<file path="config.mk">
export PLATFORM = sky130hd
export DESIGN_NAME = caf_lag_sequencer_flat
export DESIGN_NICKNAME = d
export VERILOG_FILES = /design/src/rtl/caf_lag_sequencer_if.sv /design/src/rtl/caf_lag_sequencer.sv /design/src/flat_wrapper.sv
export SDC_FILE = /design/constraint.sdc
export NUM_CORES = 1
export LEC_CHECK = 0
export ABC_AREA = 1
export CAP_MARGIN = 20
export CORE_UTILIZATION = 45
export CTS_BUF_LIST = sky130_fd_sc_hd__clkbuf_4 sky130_fd_sc_hd__clkbuf_8
export CTS_CLUSTER_SIZE = 24
export DETAILED_ROUTE_END_ITERATION = 12
export PLACE_DENSITY = 0.75
export SLEW_MARGIN = 0
export SYNTH_ARGS = -nofsm -noshare
export SYNTH_HDL_FRONTEND = slang
export SYNTH_SLANG_ARGS = --single-unit
</file>
<file path="constraint.sdc">
create_clock -name clk -period 3.2 [get_ports clk]
set_clock_uncertainty 0.1 [all_clocks]
set_input_delay 0.64 -clock clk [delete_from_list [all_inputs] [get_ports clk]]
set_output_delay 0.64 -clock clk [all_outputs]
set_load 0.05 [all_outputs]
</file>
<file path="src/rtl/caf_lag_sequencer_if.sv">
// Address-beat stream toward the reference/capture buffers plus the per-lag
// result strobe coming back from the x_corr bank.
interface caf_lag_sequencer_if #(
    parameter int REF_INDEX_BITS = 5,
    parameter int CAP_INDEX_BITS = 6,
    parameter int LAG_BITS       = 6
);
    logic                      m_axis_addr_tvalid;
    logic                      m_axis_addr_tready;
    logic [REF_INDEX_BITS-1:0] ref_raddr;
    logic [CAP_INDEX_BITS-1:0] cap_raddr;
    logic [LAG_BITS-1:0]       addr_lag;
    logic                      addr_last;
    logic                      s_axis_result_tvalid;

    modport master (
        output m_axis_addr_tvalid, ref_raddr, cap_raddr, addr_lag, addr_last,
        input  m_axis_addr_tready, s_axis_result_tvalid
    );

    modport slave (
        input  m_axis_addr_tvalid, ref_raddr, cap_raddr, addr_lag, addr_last,
        output m_axis_addr_tready, s_axis_result_tvalid
    );
endinterface

</file>
<file path="src/rtl/caf_lag_sequencer.sv">
// Sequences the CAF correlate sweep: issues paired ref/capture read addresses
// for every lag window, then counts per-lag results and pulses done.
module caf_lag_sequencer #(
    parameter int REF_LEN        = 32,
    parameter int NUM_LAGS       = 33,
    parameter int CAP_LEN        = 64,
    parameter int REF_INDEX_BITS = 5,
    parameter int CAP_INDEX_BITS = 6,
    parameter int LAG_BITS       = 6
) (
    input  logic                clk,
    input  logic                rst,
    input  logic                start_i,
    input  logic                abort_i,
    output logic                busy_o,
    output logic                done_o,
    output logic                err_o,
    caf_lag_sequencer_if.master bus
);
    localparam logic [1:0] ST_IDLE  = 2'd0;
    localparam logic [1:0] ST_ISSUE = 2'd1;
    localparam logic [1:0] ST_DRAIN = 2'd2;
    localparam logic [1:0] ST_DONE  = 2'd3;

    localparam logic [REF_INDEX_BITS-1:0] REF_MAX  = REF_INDEX_BITS'(REF_LEN - 1);
    localparam logic [LAG_BITS-1:0]       LAG_MAX  = LAG_BITS'(NUM_LAGS - 1);
    localparam logic [LAG_BITS-1:0]       LAG_FULL = LAG_BITS'(NUM_LAGS);

    // Every lag window must fit inside the capture buffer, so cap_raddr never wraps.
    if (NUM_LAGS < 1 || NUM_LAGS > CAP_LEN - REF_LEN + 1) begin : g_bad_num_lags
        $error("caf_lag_sequencer: NUM_LAGS outside 1..CAP_LEN-REF_LEN+1");
    end

    logic [1:0]                state_q, state_d;
    logic [REF_INDEX_BITS-1:0] ref_q, ref_d;
    logic [LAG_BITS-1:0]       lag_q, lag_d;
    logic [LAG_BITS-1:0]       cnt_q, cnt_d;
    logic [CAP_INDEX_BITS-1:0] cap_q, cap_d;
    logic                      last_q;
    logic                      err_q, err_d;
    logic                      tvalid_q, busy_q, done_q;
    logic                      accept, counting;

    assign accept   = tvalid_q & bus.m_axis_addr_tready;
    assign counting = (state_q == ST_ISSUE) || (state_q == ST_DRAIN);

    always_comb begin
        state_d = state_q;
        ref_d   = ref_q;
        lag_d   = lag_q;
        cnt_d   = cnt_q;
        err_d   = err_q;

        if (counting && bus.s_axis_result_tvalid) begin
            if (cnt_q == LAG_FULL) err_d = 1'b1;
            else                   cnt_d = cnt_q + LAG_BITS'(1);
        end

        case (state_q)
            ST_IDLE: begin
                if (start_i) begin
                    state_d = ST_ISSUE;
                    ref_d   = '0;
                    lag_d   = '0;
                    cnt_d   = '0;
                    err_d   = 1'b0;
                end
            end
            ST_ISSUE: begin
                if (accept) begin
                    if (ref_q != REF_MAX) begin
                        ref_d = ref_q + REF_INDEX_BITS'(1);
                    end else begin
                        ref_d = '0;
                        lag_d = lag_q + LAG_BITS'(1);
                        if (lag_q == LAG_MAX) state_d = ST_DRAIN;
                    end
                end
            end
            // Uses the post-update count so done follows the final result by one cycle.
            ST_DRAIN: if (cnt_d == LAG_FULL) state_d = ST_DONE;
            ST_DONE:  state_d = ST_IDLE;
        endcase

        if (abort_i && state_q != ST_IDLE) state_d = ST_IDLE;
    end

    assign cap_d = CAP_INDEX_BITS'(lag_d) + CAP_INDEX_BITS'(ref_d);

    always_ff @(posedge clk or posedge rst) begin
        if (rst) begin
            state_q  <= ST_IDLE;
            ref_q    <= '0;
            lag_q    <= '0;
            cap_q    <= '0;
            last_q   <= 1'b0;
            cnt_q    <= '0;
            err_q    <= 1'b0;
            tvalid_q <= 1'b0;
            busy_q   <= 1'b0;
            done_q   <= 1'b0;
        end else begin
            state_q  <= state_d;
            ref_q    <= ref_d;
            lag_q    <= lag_d;
            cap_q    <= cap_d;
            last_q   <= (ref_d == REF_MAX);
            cnt_q    <= cnt_d;
            err_q    <= err_d;
            tvalid_q <= (state_d == ST_ISSUE);
            busy_q   <= (state_d != ST_IDLE);
            done_q   <= (state_d == ST_DONE);
        end
    end

    assign bus.m_axis_addr_tvalid = tvalid_q;
    assign bus.ref_raddr          = ref_q;
    assign bus.cap_raddr          = cap_q;
    assign bus.addr_lag           = lag_q;
    assign bus.addr_last          = last_q;
    assign busy_o                 = busy_q;
    assign done_o                 = done_q;
    assign err_o                  = err_q;
endmodule

</file>
<file path="src/flat_wrapper.sv">
// flat-port wrapper written by rule: the top's interface ports become plain ports
module caf_lag_sequencer_flat 
#(
    parameter int REF_LEN        = 32,
    parameter int NUM_LAGS       = 33,
    parameter int CAP_LEN        = 64,
    parameter int REF_INDEX_BITS = 5,
    parameter int CAP_INDEX_BITS = 6,
    parameter int LAG_BITS       = 6
)
  (clk, rst, start_i, abort_i, busy_o, done_o, err_o, bus_m_axis_addr_tvalid, bus_ref_raddr, bus_cap_raddr, bus_addr_lag, bus_addr_last, bus_m_axis_addr_tready, bus_s_axis_result_tvalid);
  caf_lag_sequencer_if #(.REF_INDEX_BITS(REF_INDEX_BITS), .CAP_INDEX_BITS(CAP_INDEX_BITS), .LAG_BITS(LAG_BITS)) bus_i ();
  input  logic clk;
  input  logic rst;
  input  logic start_i;
  input  logic abort_i;
  output logic busy_o;
  output logic done_o;
  output logic err_o;
  output wire logic [$bits(bus_i.m_axis_addr_tvalid)-1:0] bus_m_axis_addr_tvalid;
  output wire logic [$bits(bus_i.ref_raddr)-1:0] bus_ref_raddr;
  output wire logic [$bits(bus_i.cap_raddr)-1:0] bus_cap_raddr;
  output wire logic [$bits(bus_i.addr_lag)-1:0] bus_addr_lag;
  output wire logic [$bits(bus_i.addr_last)-1:0] bus_addr_last;
  input wire logic [$bits(bus_i.m_axis_addr_tready)-1:0] bus_m_axis_addr_tready;
  input wire logic [$bits(bus_i.s_axis_result_tvalid)-1:0] bus_s_axis_result_tvalid;
  assign bus_m_axis_addr_tvalid = bus_i.m_axis_addr_tvalid;
  assign bus_ref_raddr = bus_i.ref_raddr;
  assign bus_cap_raddr = bus_i.cap_raddr;
  assign bus_addr_lag = bus_i.addr_lag;
  assign bus_addr_last = bus_i.addr_last;
  assign bus_i.m_axis_addr_tready = bus_m_axis_addr_tready;
  assign bus_i.s_axis_result_tvalid = bus_s_axis_result_tvalid;
  caf_lag_sequencer #(.REF_LEN(REF_LEN), .NUM_LAGS(NUM_LAGS), .CAP_LEN(CAP_LEN), .REF_INDEX_BITS(REF_INDEX_BITS), .CAP_INDEX_BITS(CAP_INDEX_BITS), .LAG_BITS(LAG_BITS)) u_core (.clk(clk), .rst(rst), .start_i(start_i), .abort_i(abort_i), .busy_o(busy_o), .done_o(done_o), .err_o(err_o), .bus(bus_i));
endmodule
</file>
Figure 1. Clock network drawn from the DEF (run 1).
Scale: 10 px per µm.
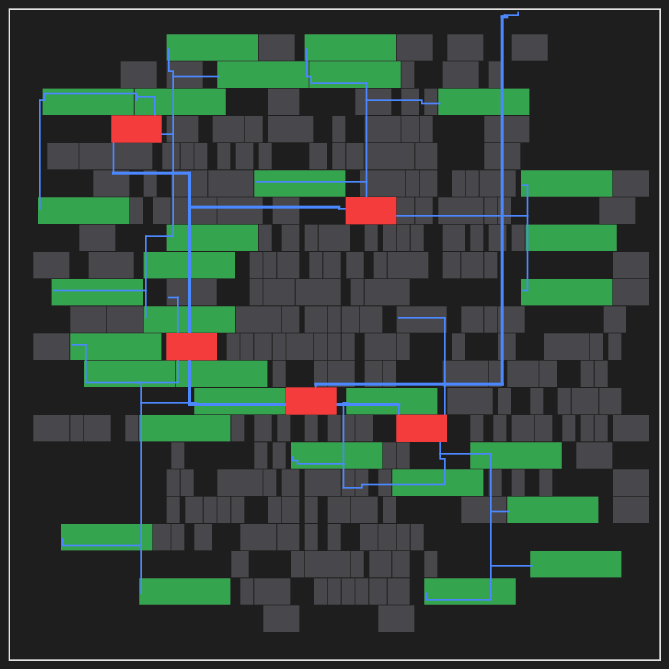
legend:
  green:
    item: flip-flops
    count: 30
  blue:
    item: clock wires
    length: 423 µm
  red:
    item: cells driving clock nets
    count: 5
routed clock nets: 6

Figure 2. M2 wires (run 1).
Scale: 6 px per µm. Cells faint in the background.
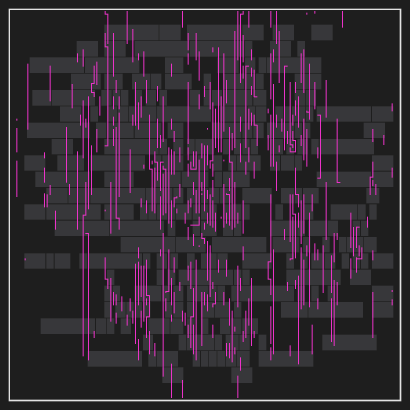
share of all routed wire: 40%
wire length on this layer: 1,470 µm

Figure 3. Cells coloured by class (run 1).
Scale: 6 px per µm. Fill, decap, tap and diode cells in grey.
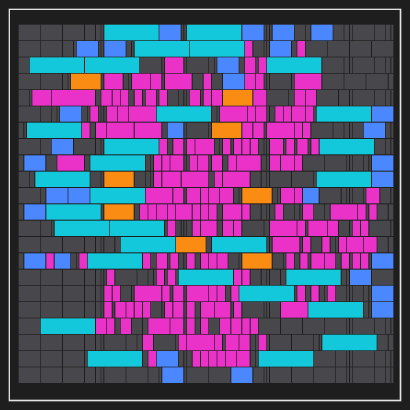
legend:
  magenta:
    class: all other logic
    cells: 187
    share_of_their_area: 47%
  cyan:
    class: flops
    cells: 30
    share_of_their_area: 34%
  blue:
    class: other buffers and delay cells
    cells: 30
    share_of_their_area: 13%
  orange:
    class: clock drivers and dummy loads
    cells: 8
    share_of_their_area: 5.0%

Figure 4. Clock routing (run 1).
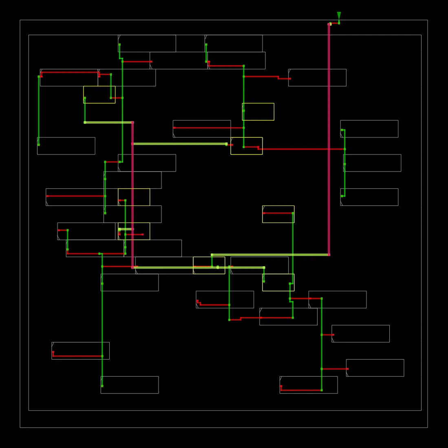
CTS sink cnt: 30
seq_cells: 30

==> deck_impl_summary.md, run 1 <==
Flow Results at a Glance

Timing
  – Fin Setup TNS: 0 ns
  – Final Hold Fails: 0
  – Max Slew Vio Count: 0
  – Rel. slew slack: 66.3%
  – Final min period: 2.92 ns
  – Worst-Margin Slew: 0.504 ns
  – FMAX: 0.342 GHz

Power
  – Biggest consumer: combinational cells
  – Comb pwr share: 50.8%
  – Pint: 0.994 mW
  – Power Density: 836 mW/mm²
  – P_comb: 0.953 mW
  – Clk pwr share: 19.0%
  – Power, Total: 1.88 mW
  – P_seq: 0.566 mW
  – Maximum vdd drop: 0.669 mV
  – Reg power frac: 30.2%

Clocking
  – CTS tree: done
  – Clock Tree Buf Depth: 2
  – Num CTS Buffers: 5
  – Hold-fix buffers at CTS: 0
  – Root Buffer: clkbuf_8
  – Reg clk slew, reported paths: 0.06 ns

Logic synthesis
  – Top logic family: simple AND/OR/NAND/NOR gates
  – Count leader, synth: nand2_1
  – Simple share: 23.6%
  – Multiplexer share: 0%
  – Chip Area, Yosys: 0.00178 mm²
  – Mean Syn Cell Area: 8.18 µm²
  – Yosys top cell area share: 42.1%
  – Cell Type Count: 29
  – Yosys top cell by area: dfrtp_1
  – Syn Inst Count: 218
  – Aoi share: 10.8%
  – Post-synth ARST share: 100%
  – Fa+ha+maj area frac: 12.4%
  – Yosys reg bits: 30
  – Synth Seq Share: 42.1%
  – Top area cell types: dfrtp_1 (42%), ha_1 (11%), nand2_1 (10%)
  – Synth cell count leaders: nand2_1 (48), inv_1 (35), dfrtp_1 (30), ha_1 (16)
  – Count of library flops with an enable pin: 0

Detailed routing
  – Met3 wire length: 155 µm
  – Top sig layer: met4
  – Starting DRT DRC Count: 149
  – Vias: 1,471
  – Final WL: 3710 µm
  – DRT Pass-1 Iters: 5
  – WL met1: 2020 µm
  – Avg WL per Cell: 12.2 µm
  – Met2 wire length: 1470 µm
  – Drt drc: 0
  – Via density per instance: 4.85

Place
  – Pre-CTS WS: 0.166 ns
  – Port bufs: 27
  – Count of placed standard cells including taps: 295
  – GP Congestion: 0.858
  – DP HPWL: 2740 µm
  – Placement-stage cell area: 0.00213 mm²

GRT
  – Total track usage: 20.5%
  – Vias in the first global route: 1,383
  – Busiest grt layer: met1
  – Met2 Use GR: 27.1%
  – M3 GR Usage: 5.11%
  – Largest net degree at the start of global routing: 31
  – First-pass GRT wire length: 6440 µm
  – Initial antenna violation count: 0

Critical path
  – Slowest stage cell on the critical path: dfrtp_1
  – CP Capture Type: register
  – Critical Path End: u_core.bus.cap_raddr[4]
  – R2R setup slack: 0.28 ns
  – Critical path's largest stage delay: 0.45 ns
  – Delay-heaviest family, CP: adder cells
  – Critical path depth in cells: 14
  – RR Endpoint: u_core.bus.cap_raddr[4]
  – Critical path arrival: 2.99 ns
  – RR Startpoint: u_core.bus.ref_raddr[0]
  – Crit. Startpoint: u_core.bus.ref_raddr[0]
  – CP Max Fanout: 6

Status
  – Status: complete, no violations

Layout
  – Most frequent logic cell in the layout: nand2_1
  – Final core area utilization: 59.9%
  – Most common logic cells in the final layout: nand2_1 (48), inv_1 (35), dfrtp_1 (30)
  – Non-clk bufs: 30
  – Non-clock inverter count in the final layout: 39
  – Synth-to-Final Area Change: 25.8%
  – Fill count: 345
  – Sequential portion of the cell area: 33.5%
  – ClkCell Share: 4.91%
  – Final nets: 277
  – Clock buffer cells: 8
  – Mi-comb count: 148
  – Buffering overhead: 13.1%
  – Multi-input gate area: 877 µm²
  – Logic share of the area: 39.1%
  – Layout cells sized above 1: 11.0%
  – Post-route non-filler standard cell count: 303
  – Largest class: combinational gates

Floorplan
  – FP Core Util: 47.6%
  – Die Height: 64.9 µm
  – Die area: 0.00422 mm²
  – # IOs: 28
  – Tap Count: 48
  – Row count: 22

Run
  – Tool Warnings: 32
  – Total of max-cap violations: 0

Min path
  – Hold path endpoint: u_core.err_o
  – Hold Path Depth: 2
Figure 5. I/O pins on the die edge (run 1).
Scale: 4 px per µm. Pins as bars across the die edge, other pins in grey.
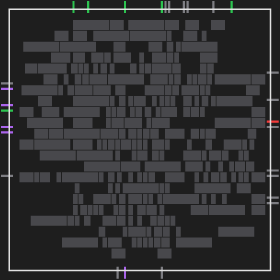

==> inputs of run 2 (changes only) <==
--- a/config.mk
+++ b/config.mk
@@ -7,11 +7,12 @@
 export LEC_CHECK = 0
 export ABC_AREA = 1
 export CAP_MARGIN = 20
-export CORE_UTILIZATION = 45
+export CORE_MARGIN = 8
+export CORE_UTILIZATION = 35
 export CTS_BUF_LIST = sky130_fd_sc_hd__clkbuf_4 sky130_fd_sc_hd__clkbuf_8
 export CTS_CLUSTER_SIZE = 24
 export DETAILED_ROUTE_END_ITERATION = 12
-export PLACE_DENSITY = 0.75
+export PLACE_DENSITY = 0.62
 export SLEW_MARGIN = 0
 export SYNTH_ARGS = -nofsm -noshare
 export SYNTH_HDL_FRONTEND = slang
Figure 6. I/O pins on the die edge (run 2).
Scale: 3 px per µm. Pins as bars across the die edge, other pins in grey.
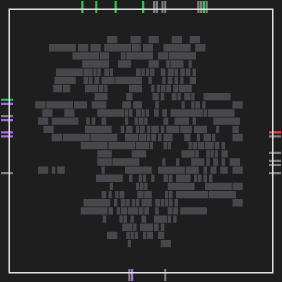
legend:
  purple:
    port: bus_ref_raddr
    pins: 5
    direction: output
    edge: 4 west, 1 south
  red:
    port: bus_m_axis_addr_tvalid
    pins: 1
    direction: output
    edge: east
  green:
    port: bus_cap_raddr
    pins: 6
    direction: output
    edge: 5 north, 1 west
all pins by edge: 12 north, 7 west, 6 east, 3 south

==> deck_impl_summary.md, run 2 <==
Flow Results at a Glance

Status
  – Status: complete, no violations (unchanged)

Logic synthesis
  – Most used flip-flop cell: dfrtp_1 (unchanged)
  – Count of library flops with an enable pin: 0 (unchanged)
  – Multiplexer share: 0% (unchanged)
  – Yosys reg bits: 30 (unchanged)
  – Number of synthesis warnings: 0 (unchanged)
  – Aoi share: 10.8% (unchanged)
  – Fa+ha+maj area frac: 12.4% (unchanged)
  – Synth cell count leaders: nand2_1 (48), inv_1 (35), dfrtp_1 (30), ha_1 (16) (unchanged)
  – Simple share: 23.6% (unchanged)
  – Synth Seq Share: 42.1% (unchanged)
  – Syn Inst Count: 218 (unchanged)
  – Syn Std Cell Area: 0.00178 mm² (unchanged)
  – Top area cell types: dfrtp_1 (42%), ha_1 (11%), nand2_1 (10%) (unchanged)
  – Chip Area, Yosys: 0.00178 mm² (unchanged)
  – XOR/XNOR share of the synthesized area: 2.46% (unchanged)
  – Cell Type Count: 29 (unchanged)
  – Mean Syn Cell Area: 8.18 µm² (unchanged)
  – Top logic family: simple AND/OR/NAND/NOR gates (unchanged)
  – Yosys top cell area share: 42.1% (unchanged)
  – Yosys top cell by area: dfrtp_1 (unchanged)
  – Post-synth ARST share: 100% (unchanged)
  – Count leader, synth: nand2_1 (unchanged)

Layout
  – Non-clock inverter count in the final layout: 39 (unchanged)
  – Synth-to-Final Area Change: 29.1% (was 25.8%)
  – Largest class: combinational gates (unchanged)
  – Diodes inserted: 0 (unchanged)
  – Clock buffer cells: 6 (was 8)
  – Seq_cells: 30 (unchanged)
  – Design Area, Final: 0.00230 mm² (was 0.00224 mm²)
  – Final core area utilization: 46.0% (was 59.9%)
  – Most common logic cells in the final layout: nand2_1 (48), inv_1 (35), dfrtp_1 (30) (unchanged)
  – Fill count: 511 (was 345)
  – Buffering overhead: 12.7% (was 13.1%)
  – Mi-comb count: 148 (unchanged)
  – Multi-input gate area: 877 µm² (unchanged)
  – Sequential portion of the cell area: 32.6% (was 33.5%)
  – Non-clk bufs: 30 (unchanged)
  – Logic share of the area: 38.1% (was 39.1%)
  – ClkCell Share: 6.20% (was 4.91%)
  – Post-route non-filler standard cell count: 325 (was 303)
  – Layout cells sized above 1: 11.0% (unchanged)
  – Most frequent logic cell in the layout: nand2_1 (unchanged)
  – Final nets: 277 (unchanged)

GRT
  – First-pass GRT wire length: 6700 µm (was 6440 µm)
  – Met2 Use GR: 16.3% (was 27.1%)
  – Total track usage: 11.4% (was 20.5%)
  – GR Layer Usage met1: 14.9% (was 31.3%)
  – Gr ovfl total: 0 (unchanged)
  – Busiest grt layer: met2 (was met1)
  – Largest net degree at the start of global routing: 31 (unchanged)
  – Vias in the first global route: 1,427 (was 1,383)
  – M3 GR Usage: 3.68% (was 5.11%)
  – Initial antenna violation count: 0 (unchanged)

Power
  – Power, Total: 1.99 mW (was 1.88 mW)
  – Reg power frac: 28.5% (was 30.2%)
  – Power Density: 864 mW/mm² (was 836 mW/mm²)
  – Static Leakage: 1.17 nW (was 1.15 nW)
  – Sw power: 0.879 mW (was 0.881 mW)
  – Maximum vdd drop: 0.447 mV (was 0.669 mV)
  – Pint: 1.11 mW (was 0.994 mW)
  – P_seq: 0.567 mW (was 0.566 mW)
  – P_comb: 0.946 mW (was 0.953 mW)
  – Biggest consumer: combinational cells (unchanged)
  – Comb pwr share: 47.6% (was 50.8%)
  – Clk pwr share: 23.9% (was 19.0%)

Floorplan
  – Die area: 0.00763 mm² (was 0.00422 mm²)
  – Die Height: 87.4 µm (was 64.9 µm)
  – # IOs: 28 (unchanged)
  – Tap Count: 70 (was 48)
  – FP Core Util: 35.6% (was 47.6%)
  – Row count: 26 (was 22)
  – Total core area: 0.00501 mm² (was 0.00374 mm²)

Clocking
  – Num CTS Buffers: 5 (unchanged)
  – Clk Latency, worst-skew pair: 0.28 ns (about the same)
  – Clock Tree Buf Depth: 2 (unchanged)
  – Hold-fix buffers at CTS: 0 (unchanged)
  – CTS sink cnt: 30 (unchanged)
  – CTS tree: done (unchanged)
  – Root Buffer: clkbuf_8 (unchanged)
  – Reg clk slew, reported paths: 0.07 ns (was 0.06 ns)
  – Post-CTS Setup Bufs: 0 (unchanged)

Detailed routing
  – Met3 wire length: 214 µm (was 155 µm)
  – Avg WL per Cell: 11.9 µm (was 12.2 µm)
  – Drt drc: 0 (unchanged)
  – Via density per instance: 4.53 (was 4.85)
  – Met2 wire length: 1600 µm (was 1470 µm)
  – Starting DRT DRC Count: 69 (was 149)
  – Vias: 1,473 (was 1,471)
  – Final WL: 3850 µm (was 3710 µm)
  – DRT Pass-1 Iters: 4 (was 5)
  – Top sig layer: met4 (unchanged)
  – WL met1: 1950 µm (was 2020 µm)

Timing
  – Max Slew Vio Count: 0 (unchanged)
  – FMAX: 0.341 GHz (was 0.342 GHz)
  – RSZ-0062 raised after global routing: no (unchanged)
  – Fin Setup TNS: 0 ns (unchanged)
  – Rel. slew slack: 65.1% (was 66.3%)
  – Final Hold Fails: 0 (unchanged)
  – Final min period: 2.93 ns (was 2.92 ns)
  – Worst-Margin Slew: 0.522 ns (was 0.504 ns)
  – Cycle use final: 91.5% (was 91.3%)

Place
  – Pre-CTS WS: 0.125 ns (was 0.166 ns)
  – GP Congestion: 0.783 (was 0.858)
  – Count of placed standard cells including taps: 317 (was 295)
  – Port bufs: 27 (unchanged)
  – Placement-stage cell area: 0.00216 mm² (was 0.00213 mm²)
  – DP HPWL: 2990 µm (was 2740 µm)

Min path
  – Hold path endpoint: u_core.err_o (unchanged)
  – Hold Path Depth: 2 (unchanged)
  – Hold Crit Start: u_core.err_o (unchanged)
  – Min-Delay Path Class: reg -> reg (unchanged)

Run
  – Tool Warnings: 32 (unchanged)
  – Total of max-cap violations: 0 (unchanged)

Critical path
  – R2R setup slack: 0.27 ns (was 0.28 ns)
  – Cell mode on critical path: ha_1 (unchanged)
  – Delay-heaviest family, CP: adder cells (unchanged)
  – CP Capture Type: register (unchanged)
  – Slowest stage cell on the critical path: dfrtp_1 (unchanged)
  – Setup CP Type: reg -> reg (unchanged)
  – CP Max Fanout: 6 (unchanged)
  – RR Startpoint: u_core.bus.ref_raddr[0] (unchanged)
  – Critical path depth in cells: 14 (unchanged)
  – Critical Path End: u_core.bus.cap_raddr[4] (unchanged)
  – Required @ worst endpoint: 3.27 ns (about the same)
  – Critical Path Start Type: register (unchanged)
  – Critical path arrival: 3.00 ns (was 2.99 ns)
  – Worst reg-to-reg path cell count: 14 (unchanged)
  – Crit. Startpoint: u_core.bus.ref_raddr[0] (unchanged)
  – CP bufs+invs: 2 (unchanged)
  – RR Endpoint: u_core.bus.cap_raddr[4] (unchanged)
  – Critical path's largest stage delay: 0.44 ns (was 0.45 ns)
  – Cell Chain, Critical Path: ha_1, inv_1, nor3_1, ha_1, nand2_1, nand2_1, inv_1, o21ai_0, o21ai_0, ha_1, fa_1, nand3_1, nand3_1, xor2_1 (unchanged)
==> inputs of run 3 (changes only) <==
--- a/config.mk
+++ b/config.mk
@@ -17,3 +17,4 @@
 export SYNTH_ARGS = -nofsm -noshare
 export SYNTH_HDL_FRONTEND = slang
 export SYNTH_SLANG_ARGS = --single-unit
+export TNS_END_PERCENT = 5
Figure 7. Clock network drawn from the DEF (run 3).
Scale: 6 px per µm.
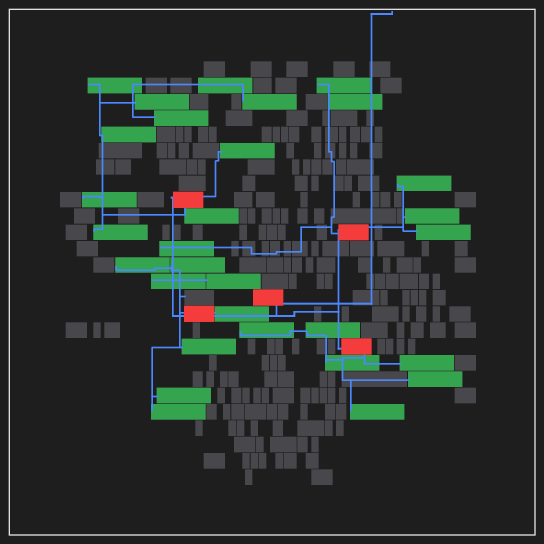
Clock group: 0.475 mW
Clk Latency, worst-skew pair: 0.28 ns
Clk pwr share: 23.9%

==> deck_impl_summary.md, run 3 <==
Flow Results at a Glance

Status
  – Status: complete, no violations (unchanged)

Layout
  – Clock buffer cells: 6 (unchanged)
  – Sequential portion of the cell area: 32.6% (unchanged)
  – Most common logic cells in the final layout: nand2_1 (48), inv_1 (35), dfrtp_1 (30) (unchanged)
  – Design Area, Final: 0.00230 mm² (unchanged)
  – Mi-comb count: 148 (unchanged)
  – Non-clk bufs: 30 (unchanged)
  – Final core area utilization: 46.0% (unchanged)
  – Post-route non-filler standard cell count: 325 (unchanged)
  – Logic share of the area: 38.1% (unchanged)
  – Layout cells sized above 1: 11.0% (unchanged)
  – Largest class: combinational gates (unchanged)
  – Non-clock inverter count in the final layout: 39 (unchanged)
  – Diodes inserted: 0 (unchanged)
  – Seq_cells: 30 (unchanged)
  – Fill count: 511 (unchanged)
  – Most frequent logic cell in the layout: nand2_1 (unchanged)

Critical path
  – CP bufs+invs: 2 (unchanged)
  – Critical path depth in cells: 14 (unchanged)
  – R2R setup slack: 0.27 ns (about the same)
  – Cell mode on critical path: ha_1 (unchanged)
  – CP Max Fanout: 6 (unchanged)
  – Critical path arrival: 3.00 ns (about the same)
  – CP Capture Type: register (unchanged)

Logic synthesis
  – Top logic family: simple AND/OR/NAND/NOR gates (unchanged)
  – Syn Inst Count: 218 (unchanged)
  – Post-synth ARST share: 100% (unchanged)
  – Yosys top cell by area: dfrtp_1 (unchanged)
  – Fa+ha+maj area frac: 12.4% (unchanged)
  – Count leader, synth: nand2_1 (unchanged)
  – Number of synthesis warnings: 0 (unchanged)
  – Yosys top cell area share: 42.1% (unchanged)
  – Count of library flops with an enable pin: 0 (unchanged)
  – Synth cell count leaders: nand2_1 (48), inv_1 (35), dfrtp_1 (30), ha_1 (16) (unchanged)
  – Simple share: 23.6% (unchanged)
  – Top area cell types: dfrtp_1 (42%), ha_1 (11%), nand2_1 (10%) (unchanged)
  – Syn Std Cell Area: 0.00178 mm² (unchanged)
  – Mean Syn Cell Area: 8.18 µm² (unchanged)
  – Synth Seq Share: 42.1% (unchanged)

Place
  – Count of placed standard cells including taps: 317 (unchanged)
  – Pre-CTS WS: 0.125 ns (unchanged)

Timing
  – Rel. slew slack: 65.1% (unchanged)
  – Final min period: 2.93 ns (unchanged)
  – RSZ-0062 raised after global routing: no (unchanged)
  – Max Slew Vio Count: 0 (unchanged)
  – Final Hold Fails: 0 (unchanged)
  – Worst-Margin Slew: 0.522 ns (unchanged)

GRT
  – Total track usage: 11.4% (unchanged)
  – M3 GR Usage: 3.68% (unchanged)
  – Gr ovfl total: 0 (unchanged)
  – Vias in the first global route: 1,427 (unchanged)

Run
  – Tool Warnings: 32 (unchanged)
  – Total of max-cap violations: 0 (unchanged)

Clocking
  – Clock Tree Buf Depth: 2 (unchanged)
  – Root Buffer: clkbuf_8 (unchanged)
  – CTS sink cnt: 30 (unchanged)
  – CTS tree: done (unchanged)

Floorplan
  – Total core area: 0.00501 mm² (unchanged)
  – Die Height: 87.4 µm (unchanged)
  – Tap Count: 70 (unchanged)
  – Die area: 0.00763 mm² (unchanged)

Detailed routing
  – Drt drc: 0 (unchanged)
  – Starting DRT DRC Count: 69 (unchanged)
  – Final WL: 3850 µm (unchanged)
  – Avg WL per Cell: 11.9 µm (unchanged)
  – DRT Pass-1 Iters: 4 (unchanged)
  – Met3 wire length: 214 µm (unchanged)
  – Met2 wire length: 1600 µm (unchanged)

Power
  – Power Density: 864 mW/mm² (unchanged)
  – Biggest consumer: combinational cells (unchanged)
  – Power, Total: 1.99 mW (unchanged)
  – Sw power: 0.879 mW (unchanged)
  – P_comb: 0.946 mW (about the same)

Min path
  – Hold Path Depth: 2 (unchanged)
No activity file was given, so power comes from the tool's default toggle rates.
